$ cat config.mk
export PLATFORM = sky130hd
export DESIGN_NAME = lut_prog
export DESIGN_NICKNAME = d
export VERILOG_FILES = /design/src/rtl/lut_prog.sv
export SDC_FILE = /design/constraint.sdc
export NUM_CORES = 1
export LEC_CHECK = 0
export CAP_MARGIN = 20
export CORE_ASPECT_RATIO = 1.5
export CORE_MARGIN = 10
export CORE_UTILIZATION = 55
export DETAILED_ROUTE_END_ITERATION = 16
export PLACE_DENSITY = 0.78
export RECOVER_POWER = 25
export REMOVE_ABC_BUFFERS = 1
export SKIP_LAST_GASP = 1
export SLEW_MARGIN = 10
export SYNTH_ARGS = -nofsm -noshare
export SYNTH_HDL_FRONTEND = slang
export SYNTH_SLANG_ARGS = --single-unit
$ cat constraint.sdc
create_clock -name clk -period 2.1 [get_ports clk]
set_clock_uncertainty 0.1 [all_clocks]
set_input_delay 0.525 -clock clk [delete_from_list [all_inputs] [get_ports clk]]
set_output_delay 0.525 -clock clk [all_outputs]
set_load 0.05 [all_outputs]
$ cat src/rtl/lut_prog.sv
// Field-programmable N-input lookup table with serial MSB-first reconfiguration.
// A shadow table is loaded bit by bit and swapped into the active table in one cycle.
module lut_prog #(
  parameter int                N           = 4,
  parameter logic [2**N-1:0]   RESET_TABLE = '0,
  parameter int                COUNT_W     = 8
) (
  input  logic               clk,
  input  logic               rst_n,
  input  logic [N-1:0]       x,
  input  logic               x_valid,
  input  logic               cfg_en,
  input  logic               cfg_bit,
  input  logic               cnt_clr,
  output logic               y,
  output logic               y_valid,
  output logic               busy,
  output logic               cfg_done,
  output logic [COUNT_W-1:0] hit_cnt
);

  localparam int DEPTH = 2**N;

  typedef logic [N:0]         bcnt_t;
  typedef logic [DEPTH-1:0]   table_t;
  typedef logic [COUNT_W-1:0] cnt_t;

  localparam bcnt_t LAST_BIT = bcnt_t'(DEPTH - 1);
  localparam cnt_t  CNT_MAX  = '1;

  typedef enum logic [1:0] {
    RUN    = 2'd0,
    LOAD   = 2'd1,
    COMMIT = 2'd2
  } state_e;

  state_e state_q, state_d;
  table_t act_q,   act_d;
  table_t shd_q,   shd_d;
  bcnt_t  bcnt_q,  bcnt_d;
  logic   y_q,     y_d;
  logic   yv_q,    yv_d;
  logic   done_q,  done_d;
  cnt_t   cnt_q,   cnt_d;

  logic accept;
  logic hit;
  logic shift;

  assign accept = (state_q == RUN) && x_valid;
  assign hit    = accept && act_q[x];
  // COMMIT is the only state that refuses configuration bits.
  assign shift  = cfg_en && (state_q != COMMIT);

  // NOTE: every next-state signal gets a default at the top of the block, so no
  // path leaves one unassigned and no latch is inferred.
  always_comb begin
    state_d = state_q;
    act_d   = act_q;
    shd_d   = shd_q;
    bcnt_d  = bcnt_q;
    y_d     = y_q;
    yv_d    = accept;
    done_d  = 1'b0;
    cnt_d   = cnt_q;

    if (accept) begin
      y_d = act_q[x];
    end

    if (shift) begin
      shd_d  = {shd_q[DEPTH-2:0], cfg_bit};
      bcnt_d = bcnt_q + bcnt_t'(1);
    end

    case (state_q)
      RUN: begin
        if (cfg_en) begin
          state_d = LOAD;
        end
      end
      LOAD: begin
        if (cfg_en && (bcnt_q == LAST_BIT)) begin
          state_d = COMMIT;
        end
      end
      COMMIT: begin
        act_d   = shd_q;
        bcnt_d  = '0;
        done_d  = 1'b1;
        state_d = RUN;
      end
      default: begin
        state_d = RUN;
      end
    endcase

    // Clear takes priority over a coincident hit; the counter never wraps.
    if (cnt_clr) begin
      cnt_d = '0;
    end else if (hit && (cnt_q != CNT_MAX)) begin
      cnt_d = cnt_q + cnt_t'(1);
    end
  end

  // NOTE: state is updated with non-blocking assignments only, so every register
  // samples the pre-edge values computed above regardless of statement order.
  // The tables are plain flops (not a RAM), so resetting them is legal and cheap.
  always_ff @(posedge clk or negedge rst_n) begin
    if (!rst_n) begin
      state_q <= RUN;
      act_q   <= RESET_TABLE;
      shd_q   <= '0;
      bcnt_q  <= '0;
      y_q     <= 1'b0;
      yv_q    <= 1'b0;
      done_q  <= 1'b0;
      cnt_q   <= '0;
    end else begin
      state_q <= state_d;
      act_q   <= act_d;
      shd_q   <= shd_d;
      bcnt_q  <= bcnt_d;
      y_q     <= y_d;
      yv_q    <= yv_d;
      done_q  <= done_d;
      cnt_q   <= cnt_d;
    end
  end

  assign y        = y_q;
  assign y_valid  = yv_q;
  assign busy     = (state_q != RUN);
  assign cfg_done = done_q;
  assign hit_cnt  = cnt_q;

endmodule

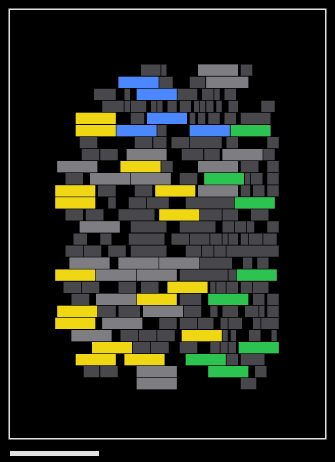
*Where the registers sit*
Bar = 20 um. Other sequential cells in the stronger gray, the rest of the logic in the fainter gray.
Green stands for hit_cnt, sequential cells 8. Blue stands for bcnt_q, sequential cells 5, where top center. Yellow stands for shd_q, sequential cells 16.
Another 21 sequential cells are not colored.
Seq. pwr: 1.28 mW
sequential share of cell area: 46.5%
post-layout utilization of the core: 72.5%

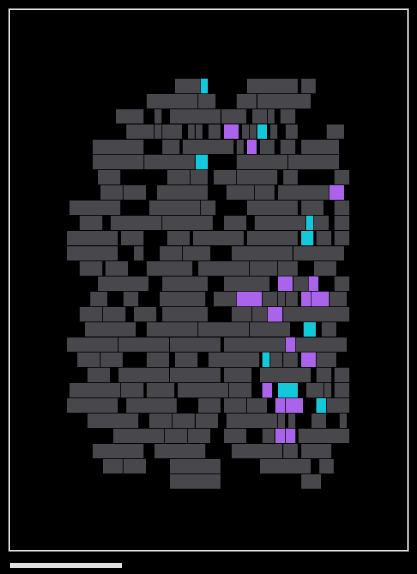
*Logic cells by family*
Bar = 20 um.
Cyan stands for NAND gates, cells 9. Purple stands for inverting AOI/OAI gates, cells 16, most used a21oi_1.
Non-Filler Instances: 236
logic share of the area: 33.2%

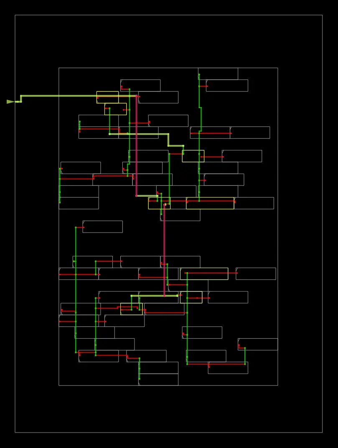
*Clock wiring as the flow saved it*
Flop Count: 50
clock latency on the worst-skew pair: 0.30 ns

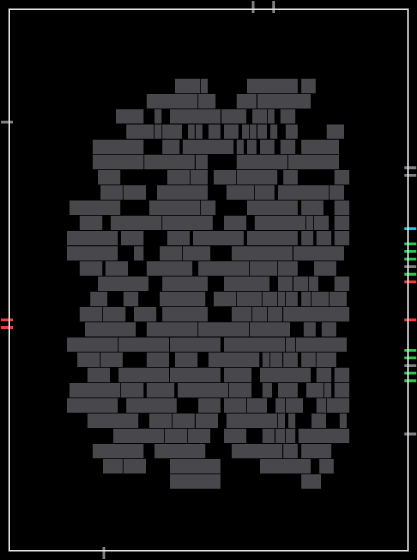
*Ports around the boundary*
Pins as bars across the die edge, other pins in gray.
Cyan stands for cfg_done, pins 1, direction output, edge right. Green stands for hit_cnt, pins 8, direction output, edge right. Red stands for x, pins 4, direction input, edge 2 right, 2 left.
All pins by edge: 16 right, 3 left, 2 top, 1 bottom.
die boundary width: 71.0 um
Die Y: 96.5 um
number of buffers inserted by port buffering: 21

==> notes.org <==
#+TITLE: Synthesis and PnR summary

** Layout
- Most numerous logic cell after layout :: sky130_fd_sc_hd__dfrtp_1
- The layout contains a multi-input combinational cell count of 94.
- In the final design database the tool counted 205 nets.
- The most common logic cells in the final layout are sky130_fd_sc_hd__dfrtp_1 (49), sky130_fd_sc_hd__mux2_2 (33), sky130_fd_sc_hd__buf_4 (25), sky130_fd_sc_hd__nor2_1 (9), sky130_fd_sc_hd__clkbuf_8 (6).
- Fraction of area in clock buffers and inverters :: 5.29%
- By area, the class that comes first in the final layout consists of sequential cells.
- The layout has 6 clock buffers.
- Flip-flop and latch area :: about 0.0013 sq mm
- The repair_antennas step left the layout with diodes totalling 0.
- Number of ordinary and repair buffers in the finished layout :: 37
- Area added between synthesis and finish :: 25.4%
- Per the final report, the share of cell area in non-clock buffers is between 10% and 20%.
- Fillcell total :: around 260
- Summing all multi-input logic gate instances after layout gives 895 sq um.
- The layout summary lists the proportion of cells stronger than drive strength 1 as between 40% and 50%.
- Invs w/o clock :: 4

** Final timing
- Slew @ Worst Pin :: approximately 1.2 ns
- Endpoints failing hold in the final report were tallied at 0.
- Setup repair after global routing could not meet its margin everywhere.
- Share of the clock period used by the worst path after layout :: 99.2%
- Number of pins with negative max-slew slack in the final report :: 0
- After layout, the worst setup slack is 0.0166 ns.
- Across all checked pins, the minimum headroom to the slew limit is between 20 and 25%.
- Per the timing report, the achievable frequency comes out to about 480 MHz.
- The end-of-flow timing check tallies setup violations at 0.
- Final min period :: about 2.1 ns
- Worst hold-check slack :: 0.337 ns
- Final total negative setup slack :: 0 ns

** Clock network
- Counting every sink on the clock net gives 50.
- Per the CTS log, the root buffer master is sky130_fd_sc_hd__clkbuf_8.
- TritonCTS built the clock tree.
- The longest clock path from root to sink contains 2 buffers.
- Number of clock buffers inserted by TritonCTS :: 5
- On the worst setup and hold paths after CTS, the clock-pin slew comes to around 0.090 ns.
- Count of hold buffers inserted by post-cts repair :: 0
- In this run the number of H-tree levels came out at 2.

** Synthesis
- Proportion of synthesized flip-flops having asynchronous set or reset :: 100%
- Post-Synthesis Cells :: approximately 150
- Cell total in the yosys stat output :: ~150
- The synthesized design devotes to its leading area cell type between 50 and 60% of total area.
- Top post-synthesis cells by count :: sky130_fd_sc_hd__dfrtp_1 (50), sky130_fd_sc_hd__mux2_2 (33), sky130_fd_sc_hd__nor2_1 (9), sky130_fd_sc_hd__a21oi_1 (6), sky130_fd_sc_hd__mux2i_1 (5)
- Number of flops mapped to enable cells by yosys :: 0
- Among all cell types in the netlist, the one instantiated most often is sky130_fd_sc_hd__dfrtp_1.
- Per the synth stats, the flop cell with the highest instance count is sky130_fd_sc_hd__dfrtp_1.
- Cell type with the highest aggregate area in the netlist :: sky130_fd_sc_hd__dfrtp_1
- Portion of the post-synthesis area used by sequential elements :: between 50% and 60%
- Each instance of the synthesized netlist takes up on average about 14 sq um.
- Yosys reported a register bit count of around 50.
- The area recorded from the Yosys report for this design is between 0.002 and 0.0025 sq mm.
- Number of distinct library cell variants in the gate-level netlist after synthesis :: 28
- Netlist Area Pre-Place :: approximately 0.0021 sq mm
- YS warnings :: 0
- Top cells by area, synth :: sky130_fd_sc_hd__dfrtp_1 (58%), sky130_fd_sc_hd__mux2_2 (17%), sky130_fd_sc_hd__mux4_1 (4.9%), sky130_fd_sc_hd__mux2i_1 (2.3%), sky130_fd_sc_hd__ha_1 (1.7%)

** Pwr
- Net switching share of the total power :: 23.8%
- Pint :: between 1.5 and 2 mW
- Combinational cells consume a total of roughly 0.35 mW.
- Power share of the sequential group :: between 50% and 60%
- Power density relative to cell area :: about 900 mW/mm^2
- Clock network power for this build is 0.802 mW.
- Per the OpenROAD power report, switching power amounts to about 0.58 mW.
- Leakage :: 1.25 nW
- Combinational logic burns 14.5% of the power.
- Relative contribution of the clock network to total power :: roughly 33%
- Of all power groups, the one with the highest power is registers.
- Worst IR Drop VDD :: roughly 0.00076 V

** Global route
- Per the GRT congestion report, total overflow comes to 0.
- The number of global-route vias before repair came to between 1500 and 2000.
- The global routing report lists met3 layer usage as 3.57%.
- Pin count of the biggest net entering global routing :: 23
- The first global-routing pass estimated around 7.5 mm of wire.
- Met1 capacity usage during global routing :: approximately 14%
- Busiest layer in global routing :: met2
- Number of antenna violations at the first check in global routing :: 0
- Global routing consumed, over all layers together, between 10 and 15% of the routing resources.
- M2 GR Usage :: 24.8%

** Job
- The tool flagged a number of max-cap violations equal to 0.
- Tally of OpenROAD warnings :: 27

** Place
- DP Cell Count :: between 200 and 250
- HPWL after detailed placement :: between 3 and 4 mm
- Placement Setup Slack :: -0.729 ns
- RePlAce ended its routability-driven mode at a weighted congestion of roughly 0.81.

** Worst setup path
- Data required time at the worst endpoint :: approximately 2.2 ns
- Crit end category :: register
- The worst setup path is launched from a primary input.
- The arrival time of data at the worst endpoint is listed as ~2.2 ns.
- Reg-to-reg critical path startpoint :: hit_cnt[0]
- First element of the critical path :: x[3]
- Looking at the setup timing report, the critical path kind is primary input to register.
- Worst-path fanout max :: 6

** Route
- Wires add up to 4.41 mm.
- Per the detail_route report, vias per standard cell equal a little under 6.
- For this run, design rule violations remaining after detail routing come to 0.
- In the final routed layout, each cell accounts on average for 18.7 um.
- The first detailed-routing pass took 4 iterations.
- Detailed-route via count :: ~1400
- Number of nets with antenna violations after routing :: 0
- Violation tally from detailed-route iteration zero :: about 79

** Status
- The flow ran to the end, and the final reports show no timing, DRC or antenna violations.

** Floorplan
- Die area :: approximately 0.0069 sq mm
- Cell row count :: 27
- Core area :: 0.00372 sq mm
- Number of well-tap cells placed :: about 43
- I/O pin total :: 22
- For this configuration, the core starts out at a cell density of a little under 60%.

** Worst hold path
- Type of the most critical hold path :: primary input to asynchronous set/reset pin
worst paths after layout:
path                               to  slack, ns  cells past startpoint
max                        hit_cnt[5]       0.02                      7
min                        hit_cnt[0]       0.34                      1
max reg2reg                hit_cnt[5]       0.03                      7
min reg2reg                 shd_q[15]       0.41                      1
max in group asynchronous    shd_q[8]       0.59                      2
min in group clk            shd_q[15]       0.41                      1
metrics by stage:
step / total power [mW] / util (%) / instance area (sq um)
global placement: 1.60 / 66.4 / 2470
detailed placement: 1.64 / 66.4 / 2470
global route: 2.55 / 72.5 / 2690
finish: 2.43 / 72.5 / 2690
CTS: 2.46 / 71.9 / 2670
floorplan: 1.49 / - / 2120
routing by layer:
layer	routed length, um	vias up
met5	0	-
met4	104	0
met3	243	10
met2	2330	49
met1	1730	702
li1	-	641
registers in the layout, indices dropped and copies added, names as in the netlist:
register / count
y_valid: 1
act_q: 16
y: 1
hit_cnt: 8
bcnt_q: 5
shd_q: 16
cfg_done: 1
state_q: 2
cell families (layout without fill, tap and decap cells):
family	Yosys count	count (layout)	synth area share, %
mux	42	42	24.5
fa+ha+maj	3	3	1.75
simple gates	27	27	6.76
compound gates	18	18	5.30
xor+xnor	4	4	1.63
buf+inv	10	49	1.80
flops	50	50	58.2
critical path, stage by stage:
cell	delay, ns
sky130_fd_sc_hd__dlygate4sd2_1	0.29
sky130_fd_sc_hd__mux4_2	0.26
sky130_fd_sc_hd__mux2i_2	0.08
sky130_fd_sc_hd__o22a_2	0.26
sky130_fd_sc_hd__buf_12	0.14
sky130_fd_sc_hd__or4_4	0.48
sky130_fd_sc_hd__a21oi_2	0.16
timing repair:
action / 4_1_cts / 5_1_grt
buffers inserted: 2 / 1
gates resized: 20 / 5
pin swaps: 6 / 3
gates cloned: 1 / 0
endpoints found under the setup margin: 9 / 8
Power is estimated from default activity; no workload was simulated.
